$ cat src/rtl/mdu_pkg.sv
// mdu_pkg: shared multiply/divide unit op codes, divider states and widths
package mdu_pkg;
   localparam int DIV_WIDTH = 32;
   typedef enum logic [2:0] {
      MDU_NONE  = 3'd0,
      MDU_MULT  = 3'd1,
      MDU_MULTU = 3'd2,
      MDU_DIV   = 3'd3,
      MDU_DIVU  = 3'd4,
      MDU_MTHI  = 3'd5,
      MDU_MTLO  = 3'd6
   } mdu_op_e;
   typedef enum logic [1:0] {
      DIV_IDLE,
      DIV_BUSY,
      DIV_DONE
   } div_state_e;
endpackage

$ cat src/rtl/div_step.sv
// div_step: one restoring-division iteration (shift in next bit, trial-subtract, restore)
module div_step #(
   parameter int WIDTH = 32
) (
   input  logic [WIDTH:0] rem_in,
   input  logic [WIDTH:0] dmag,
   input  logic           bit_in,
   output logic [WIDTH:0] rem_out,
   output logic           q_bit
);
   logic [WIDTH:0] shifted, diff;
   always_comb begin
      shifted = {rem_in[WIDTH-1:0], bit_in};
      diff    = shifted - dmag;
      q_bit   = ~diff[WIDTH];
      rem_out = diff[WIDTH] ? shifted : diff;
   end
endmodule

$ cat src/rtl/mdu_seq_divider.sv
// mdu_seq_divider: iterative radix-2 restoring divider (signed/unsigned) for the HI/LO unit.
// Works on magnitudes and fixes signs on the final iteration; divide-by-zero returns q=all ones, r=dividend.
module mdu_seq_divider
   import mdu_pkg::*;
#(
   parameter int WIDTH = DIV_WIDTH
) (
   input  logic             clk,
   input  logic             reset,
   input  logic             start,
   input  logic             sign,
   input  logic [WIDTH-1:0] dividend,
   input  logic [WIDTH-1:0] divisor,
   output logic [WIDTH-1:0] q,
   output logic [WIDTH-1:0] r,
   output logic             busy,
   output logic             over
);
   localparam int CW = $clog2(WIDTH);
   div_state_e state, state_nx;
   logic [CW-1:0] cnt;
   logic [WIDTH:0] rem, dmag, rem_nx, a_ext, b_ext, a_mag, b_mag;
   logic [WIDTH-1:0] quo, raw_dvd, q_mag, q_fix, r_fix;
   logic q_bit, neg_q, neg_r, dvz, accept, last;

   assign busy   = state == DIV_BUSY;
   assign over   = state == DIV_DONE;
   assign accept = start && state != DIV_BUSY;
   assign last   = busy && cnt == CW'(WIDTH - 1);

   // Extending to WIDTH+1 bits makes the most negative operand's magnitude exact.
   always_comb begin
      a_ext = {sign & dividend[WIDTH-1], dividend};
      b_ext = {sign & divisor[WIDTH-1], divisor};
      a_mag = a_ext[WIDTH] ? -a_ext : a_ext;
      b_mag = b_ext[WIDTH] ? -b_ext : b_ext;
      q_mag = {quo[WIDTH-2:0], q_bit};
      q_fix = dvz ? '1 : (neg_q ? -q_mag : q_mag);
      r_fix = dvz ? raw_dvd : (neg_r ? -rem_nx[WIDTH-1:0] : rem_nx[WIDTH-1:0]);
   end

   div_step #(.WIDTH(WIDTH)) u_step (
      .rem_in (rem),
      .dmag   (dmag),
      .bit_in (quo[WIDTH-1]),
      .rem_out(rem_nx),
      .q_bit  (q_bit)
   );

   always_comb begin
      state_nx = state;
      if (accept) state_nx = DIV_BUSY;
      else if (last) state_nx = DIV_DONE;
   end

   always_ff @(posedge clk) begin
      if (reset) begin
         state   <= DIV_IDLE;
         cnt     <= '0;
         rem     <= '0;
         dmag    <= '0;
         quo     <= '0;
         raw_dvd <= '0;
         neg_q   <= 1'b0;
         neg_r   <= 1'b0;
         dvz     <= 1'b0;
         q       <= '0;
         r       <= '0;
      end else begin
         state <= state_nx;
         if (accept) begin
            cnt     <= '0;
            rem     <= '0;
            dmag    <= b_mag;
            quo     <= a_mag[WIDTH-1:0];
            raw_dvd <= dividend;
            neg_q   <= sign && (dividend[WIDTH-1] ^ divisor[WIDTH-1]);
            neg_r   <= sign && dividend[WIDTH-1];
            dvz     <= divisor == '0;
         end else if (busy) begin
            cnt <= cnt + CW'(1);
            rem <= rem_nx;
            quo <= q_mag;
            if (last) begin
               q <= q_fix;
               r <= r_fix;
            end
         end
      end
   end
endmodule

$ cat config.mk
export PLATFORM = sky130hd
export DESIGN_NAME = mdu_seq_divider
export DESIGN_NICKNAME = d
export VERILOG_FILES = /design/src/rtl/mdu_pkg.sv /design/src/rtl/div_step.sv /design/src/rtl/mdu_seq_divider.sv
export SDC_FILE = /design/constraint.sdc
export NUM_CORES = 1
export LEC_CHECK = 0
export ABC_CLOCK_PERIOD_IN_PS = 6500
export CORE_MARGIN = 1
export CORE_UTILIZATION = 58
export CTS_CLUSTER_DIAMETER = 60
export CTS_CLUSTER_SIZE = 20
export DETAILED_ROUTE_END_ITERATION = 6
export PLACE_DENSITY = 0.8
export SYNTH_ARGS = -nofsm -noshare
export SYNTH_HDL_FRONTEND = slang
export SYNTH_HIERARCHICAL = 1
export SYNTH_SLANG_ARGS = --single-unit
$ cat constraint.sdc
create_clock -name clk -period 6.5 [get_ports clk]
set_input_delay 0.975 -clock clk [delete_from_list [all_inputs] [get_ports clk]]
set_output_delay 0.975 -clock clk [all_outputs]
set_load 0.01 [all_outputs]
==> notes.md <==
Implementation numbers.

- The average instance area after synthesis reads ~7.6 um2.
- The clock group total power reads 1.16 mW.
- TritonCTS built the clock tree.
- The script parses the final routing iteration and logs DRC violations as 0.
- The worst setup path startpoint reads quo[31].
- The actual transition at the worst max-transition pin reads 1251 ps.
- Entering global routing, the biggest net connects 88 pins.
- On the reported timing paths, the clock transition at the registers reads 80 ps.
- The highest attainable clock frequency is 0.1757 GHz.
- Per STA, the worst path is made up of inv_1 -> ha_1 -> fa_1 -> and2b_1 -> o2111ai_1 -> a21oi_2 -> o2111ai_1 -> nand4b_2 -> xnor2_2 -> inv_2 -> a21oi_1 -> or4_1 -> or4_1 -> o41ai_1 -> a2111oi_0 -> a311o_1.
- In this run the post-CTS setup repair buffer count came out at 0.
- The number of filler cells placed in the layout reads 1876.
- The number of cells in the design after placement reads 1972.
- Per STA, the worst path accumulates the most delay in the family AND-OR/OR-AND gates.
- The synthesized net count reads 1774.
- The count of nets left with antenna violations once routing finished came out at 0.
- The endpoint required time on the critical path reads 6900 ps.
- The total number of vias is 12.81k.
- The startpoint of the worst register-to-register path is quo[31].
- In this run the worst setup path terminates at r[29].
- The first detailed-routing pass ran for 5 iterations.
- The number of antenna violations at the first check in global routing came to 0.
- The share of total power in sequential cells reads ~33%.
- Per report_power, the top consumer among the power groups is combinational logic.
- The initial core utilization is 59.70%.
- The clock sink total reads 203.
- The top cell type in the final layout, fill and taps aside, is sky130_fd_sc_hd__nand2_1.
- The total half-perimeter wirelength after legalization and detailed placement reads 29.09 mm.
- The worst setup path is launched from a register.
- The area enclosed by the die boundary reads 22440 um2.
- The run finished with clean final reports.
- The total number of warnings across the stage logs reads 26.
- Of the total power, the share spent switching nets is 41.14%.
- The final max-slew violation count recorded for this run is 0.
- The total core area is 21220 um2.
- The DRC violation total after the first TritonRoute iteration is 1233.
- The max-slew headroom at the worst pin reads 16.61%.
- The ratio of total power to cell area reads 285.8 nW/um2.
- The routed via count divided by cell count reads 6.392.
- The script extracted a net switching power of 1.720 mW.
- The number of standard cells in the final layout excluding fillers is roughly 2.0k.
- The leakage component of the power reads 5.359 nW.
- The capture point of the worst register-to-register path is recorded as r[29].
- The total number of yosys warnings is 6.
- The via count of the first global-routing pass reads 11.49k.
- The worst-case register-to-register setup slack is 810 ps.
through the flow:
step           power [mW]  hold WS [ps]  setup slack (ps)  instance area, um2
6_report            4.180         454.0             809.6               14620
3_5_place_dp        2.983         442.8             970.0               13990
4_1_cts             4.139         453.8             940.8               14620
5_1_grt             4.379         470.5             380.1               14620
3_3_place_gp        2.960         436.6              1167               13990
2_1_floorplan       2.569         431.2              1920               12670
worst min-delay path by stage:
stage                      startpoint     endpoint  slack [ps]  cells after the start
final                     raw_dvd[21]  raw_dvd[21]         450                      2
after global routing       raw_dvd[9]   raw_dvd[9]         470                      2
after CTS                  raw_dvd[9]   raw_dvd[9]         450                      2
after detailed placement   raw_dvd[9]   raw_dvd[9]         440                      2
after global placement     raw_dvd[5]   raw_dvd[5]         440                      2
after floorplan           raw_dvd[11]  raw_dvd[11]         430                      2
registers in the layout, summed over array words and instances (netlist names):
| signal | cells |
|---|---|
| cnt | 5 |
| dmag | 33 |
| dvz | 1 |
| neg_q | 1 |
| neg_r | 1 |
| q | 32 |
| quo | 32 |
| r | 32 |
| raw_dvd | 32 |
| rem | 32 |
| state | 2 |
per-layer routing:
metal / track usage, % / vias up / wire length (um)
met1: 48.03 / 6016 / 17030
li1: - / 6118 / -
met2: 59.40 / 592 / 18950
met5: 0 / - / 0
met4: 11.46 / 0 / 1368
met3: 4.878 / 83 / 3187
layout make-up:
cell class | instances | area (um2) | share of cell area, %
repair buffers | 150 | 1451 | 9.925
clock buffers | 20 | 479.2 | 3.277
well taps | 275 | 344.1 | 2.353
clock inverters | 12 | 151.4 | 1.035
flip-flops and latches | 203 | 4065 | 27.80
inverters | 65 | 244.0 | 1.668
multi-input cells | 1279 | 7889 | 53.94
**Routed metal per tile**

30 x 30 tiles, from black (low) to pale yellow (high), scaled to the fullest tile. Values are wire area over tile area, all layers added.
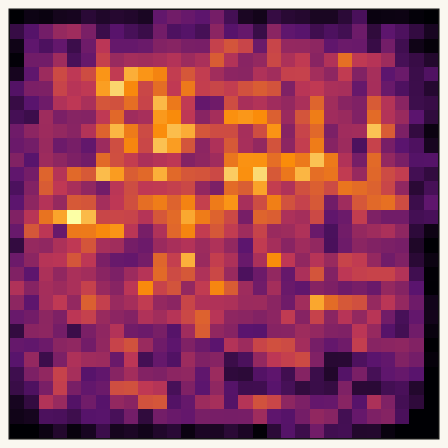
fullest tile: 0.77
emptiest ninth of the die: bottom right
densest ninth of the die: middle
tiles over half the peak: 28%
mean over tiles: 0.30
nearly empty tiles: 2.3%

**Nets reached from selected ports**

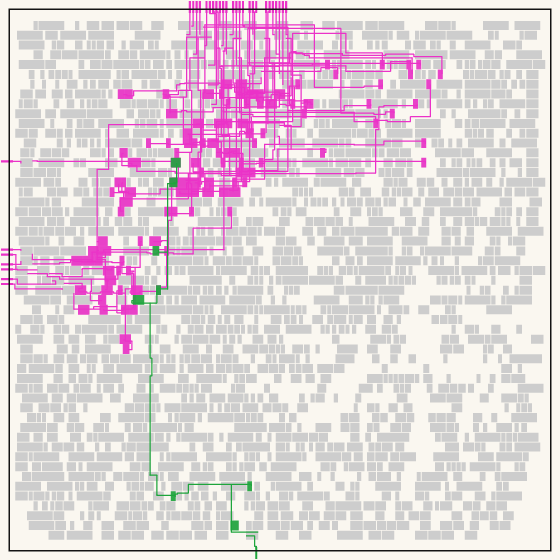
legend:
  green:
    port: sign
    direction: input
    end_cells: 8
    buffers: 1
    wire: 169 um
  magenta:
    port: dividend
    direction: input
    end_cells: 109
    buffers: 32
    wire: 2990 um
buffers added on ports: 133
ports placed on the boundary: 134

Power figures rest on the tool's default switching activity, not on a simulated workload.
